Figure 1. Clock nets.
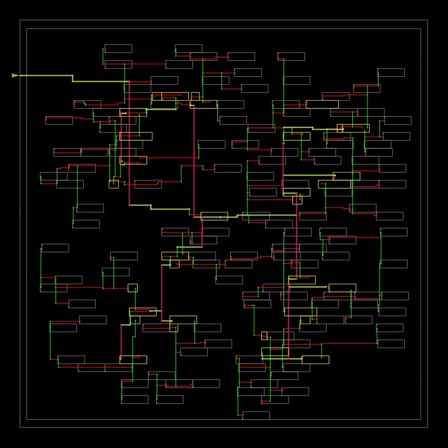
Figure 2. Gate-type map.
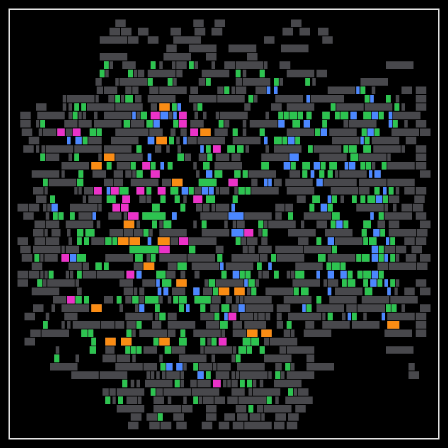
Figure 3. Supply network.
Pins as bars on the die edge.
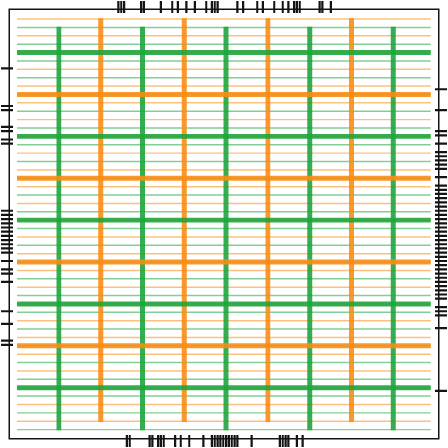
Figure 4. Layout detail.
Region (10, 79) to (60, 129) µm. Cells in gray, sequential cells in the stronger gray; small squares are vias.
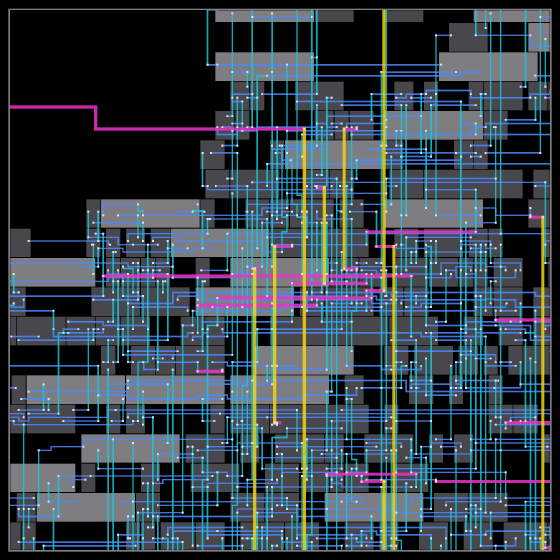
==> src/rtl/div48_ins.sv <==
`default_nettype none
// +--------------------------------------------------------------------------+
// | Module   : div48_ins                                                     |
// | Purpose  : Sequential unsigned divider, 48-bit dividend / 24-bit divisor.|
// |            Radix-2 restoring division, one quotient bit per cycle, with  |
// |            a start/ready handshake matching the 24x24 multiplier.        |
// | Ports    : clk      - rising-edge clock                                  |
// |            rst      - asynchronous active-high reset                     |
// |            start    - request, sampled only while idle                   |
// |            input0   - 48-bit dividend (sampled at accept edge)           |
// |            input1   - 24-bit divisor  (sampled at accept edge)           |
// |            ready    - result valid, held until next accepted start       |
// |            output0  - 24-bit quotient                                    |
// |            output1  - 24-bit remainder                                   |
// |            overflow - quotient exceeds 24 bits (includes divide by zero) |
// | Revision : 1.0 - initial release                                         |
// +--------------------------------------------------------------------------+
module div48_ins (
  input  logic        clk,
  input  logic        rst,
  input  logic        start,
  input  logic [47:0] input0,
  input  logic [23:0] input1,
  output logic        ready,
  output logic [23:0] output0,
  output logic [23:0] output1,
  output logic        overflow
);

  localparam logic [1:0] S_IDLE = 2'd0;
  localparam logic [1:0] S_RUN  = 2'd1;
  localparam logic [1:0] S_DONE = 2'd2;

  localparam logic [4:0] C_LAST_CNT = 5'd23;

  logic [1:0]  r_state;
  logic [24:0] r_r;      // partial remainder
  logic [23:0] r_q;      // dividend low half shifting out, quotient shifting in
  logic [23:0] r_d;      // latched divisor
  logic [4:0]  r_cnt;
  logic        r_ovf;
  logic        r_ready;
  logic [23:0] r_quot;
  logic [23:0] r_rem;
  logic        r_overflow;

  logic [24:0] w_t;
  logic [24:0] w_d_ext;
  logic        w_ge;
  logic [24:0] w_diff;
  logic        w_unused_r_msb;

  // Shift the next dividend bit into the partial remainder and trial-subtract.
  assign w_t     = {r_r[23:0], r_q[23]};
  assign w_d_ext = {1'b0, r_d};
  assign w_ge    = (w_t >= w_d_ext);
  assign w_diff  = w_t - w_d_ext;

  // The remainder stays below the divisor, so its top bit never carries data
  // into the next step; it exists only to hold the pre-compare shifted value.
  assign w_unused_r_msb = r_r[24];

  always_ff @(posedge clk or posedge rst) begin
    if (rst) begin
      r_state    <= S_IDLE;
      r_r        <= '0;
      r_q        <= '0;
      r_d        <= '0;
      r_cnt      <= '0;
      r_ovf      <= 1'b0;
      r_ready    <= 1'b0;
      r_quot     <= '0;
      r_rem      <= '0;
      r_overflow <= 1'b0;
    end else begin
      case (r_state)
        S_IDLE: begin
          if (start) begin
            r_ready <= 1'b0;
            r_d     <= input1;
            r_r     <= {1'b0, input0[47:24]};
            r_q     <= input0[23:0];
            r_cnt   <= '0;
            // Upper half not below the divisor means the quotient needs more
            // than 24 bits; a zero divisor always lands here too.
            if (input0[47:24] >= input1) begin
              r_ovf   <= 1'b1;
              r_state <= S_DONE;
            end else begin
              r_ovf   <= 1'b0;
              r_state <= S_RUN;
            end
          end
        end
        S_RUN: begin
          if (w_ge) begin
            r_r <= w_diff;
            r_q <= {r_q[22:0], 1'b1};
          end else begin
            r_r <= w_t;
            r_q <= {r_q[22:0], 1'b0};
          end
          r_cnt <= r_cnt + 5'd1;
          if (r_cnt == C_LAST_CNT) begin
            r_state <= S_DONE;
          end
        end
        S_DONE: begin
          if (r_ovf) begin
            r_quot     <= 24'hFFFFFF;
            r_rem      <= '0;
            r_overflow <= 1'b1;
          end else begin
            r_quot     <= r_q;
            r_rem      <= r_r[23:0];
            r_overflow <= 1'b0;
          end
          r_ready <= 1'b1;
          r_state <= S_IDLE;
        end
        default: begin
          r_state <= S_IDLE;
        end
      endcase
    end
  end

  assign ready    = r_ready;
  assign output0  = r_quot;
  assign output1  = r_rem;
  assign overflow = r_overflow;

endmodule
`default_nettype wire

==> config.mk <==
export PLATFORM = sky130hd
export DESIGN_NAME = div48_ins
export DESIGN_NICKNAME = d
export VERILOG_FILES = /design/src/rtl/div48_ins.sv
export SDC_FILE = /design/constraint.sdc
export NUM_CORES = 1
export LEC_CHECK = 0
export CAP_MARGIN = 10
export CORE_MARGIN = 2
export CORE_UTILIZATION = 42
export DETAILED_ROUTE_END_ITERATION = 7
export GPL_ROUTABILITY_DRIVEN = 1
export MAX_ROUTING_LAYER = met4
export PLACE_DENSITY = 0.76
export SYNTH_ARGS = -nofsm -noshare
export SYNTH_HDL_FRONTEND = slang
export SYNTH_SLANG_ARGS = --single-unit
==> constraint.sdc <==
create_clock -name clk -period 11.48 [get_ports clk]
set_input_delay 3.444 -clock clk [delete_from_list [all_inputs] [get_ports clk]]
set_output_delay 3.444 -clock clk [all_outputs]
set_load 0.005 [all_outputs]
==> deck_impl_summary.md <==
Implementation Results

Finish
  • Logic share of the area: 0.412
  • Area Growth Syn to Fin: 26.4%
  • Final instance area: 9670 µm²
  • NonClk Buf Share: 0.135
  • Clock-cell share of area: 0.0653
  • Seq cells: 130

Yosys
  • Synthesized cell area: 7650 µm²
  • Yosys reg bits: 130
  • Syn avg cell area: 8.77 µm²
  • Yosys cell types: 61

Floorplan
  • Die area: 19,300 µm²

Critical path
  • R2R depth: 9
  • CP max stage cell: clkdlybuf4s50_1
  • Critical Path End Type: flop
  • Worst EP arrival: 5900 ps
  • Top delay family on crit path: AND-OR/OR-AND gates
  • Critical Path Source Type: input port
  • CP peak stage delay: 470 ps
  • Launch point of the worst reg-to-reg path: r_r[3]$_DFFE_PP0P_
  • Critical path origin: input1[17]

Pwr
  • Leakage: 0.00431 µW
  • Max rail drop VDD: 0.000177 V

Place
  • GP Congestion: 0.893
  • DP Area: 9040 µm²
  • # port buffers: 124

Run status
  • Status: complete, no violations

CTS
  • CTS HTree Levels: 4
  • TritonCTS clock tree: yes

Final timing
  • Hold Violations, Final: 0
  • Final setup TNS: 0 ps
  • Achievable frequency: 179 MHz

Global routing
  • Vias in the first global route: 6,536
  • GRT Total Usage: 0.222
  • Met2 GRT Util: 0.341

Hold path
  • HP Class: flop to flop
  • Hold depth: 2
  • End of the worst hold path: output1[8]$_DFFE_PP0P_

Route
  • Routed wl met2: 9460 µm
About Figure 1:
Power Clock: 588 µW
clk_skew: 14.6 ps

About Figure 2:
legend:
  non-inverting ao/oa cells:
    color: magenta
    cells: 28
    most_used: a21o_1
  mux cells:
    color: orange
    cells: 21
    most_used: mux2i_1
  nor cells:
    color: blue
    cells: 91
    most_used: nor2_1
  aoi and oai cells:
    color: green
    cells: 258
    most_used: o21ai_0

About Figure 3:
legend:
  VSS:
    color: green
  VDD:
    color: orange
met1 rails: 50
met4 straps: 9
met5 straps: 9
signal pins: 125
rows: 49

About Figure 4:
legend:
  M4:
    color: yellow
  M2:
    color: cyan
  M3:
    color: magenta
  M1:
    color: blue
most frequent: o21ai_0 (20), dfrtp_1 (18), nand2_1 (17)
cells with their middle in the window: 156
sequential cells in the window: 18
netlist names of flops here include: r_d (7), r_r (6), output1 (5)

cell families after synthesis:
kind of cell / after synthesis / share of synthesized area
fa+ha+maj: 50 / 0.0828
flops: 130 / 0.425
mux: 21 / 0.0278
compound gates: 286 / 0.227
buf+inv: 110 / 0.0568
xor+xnor: 19 / 0.0218
simple gates: 256 / 0.158
through the flow:
stage / total power, µW / cells / utilization / setup slack (ps)
after floorplan: 2120 / 872 / - / 4570
after global placement: 2620 / 1180 / 0.505 / 5490
after detailed placement: 2650 / 1180 / 0.505 / 5470
after CTS: 3260 / 1212 / 0.540 / 5910
after global routing: 3520 / 1212 / 0.540 / 5780
final: 3260 / 1212 / 0.540 / 5890
Power and IR drop assume default switching activity.
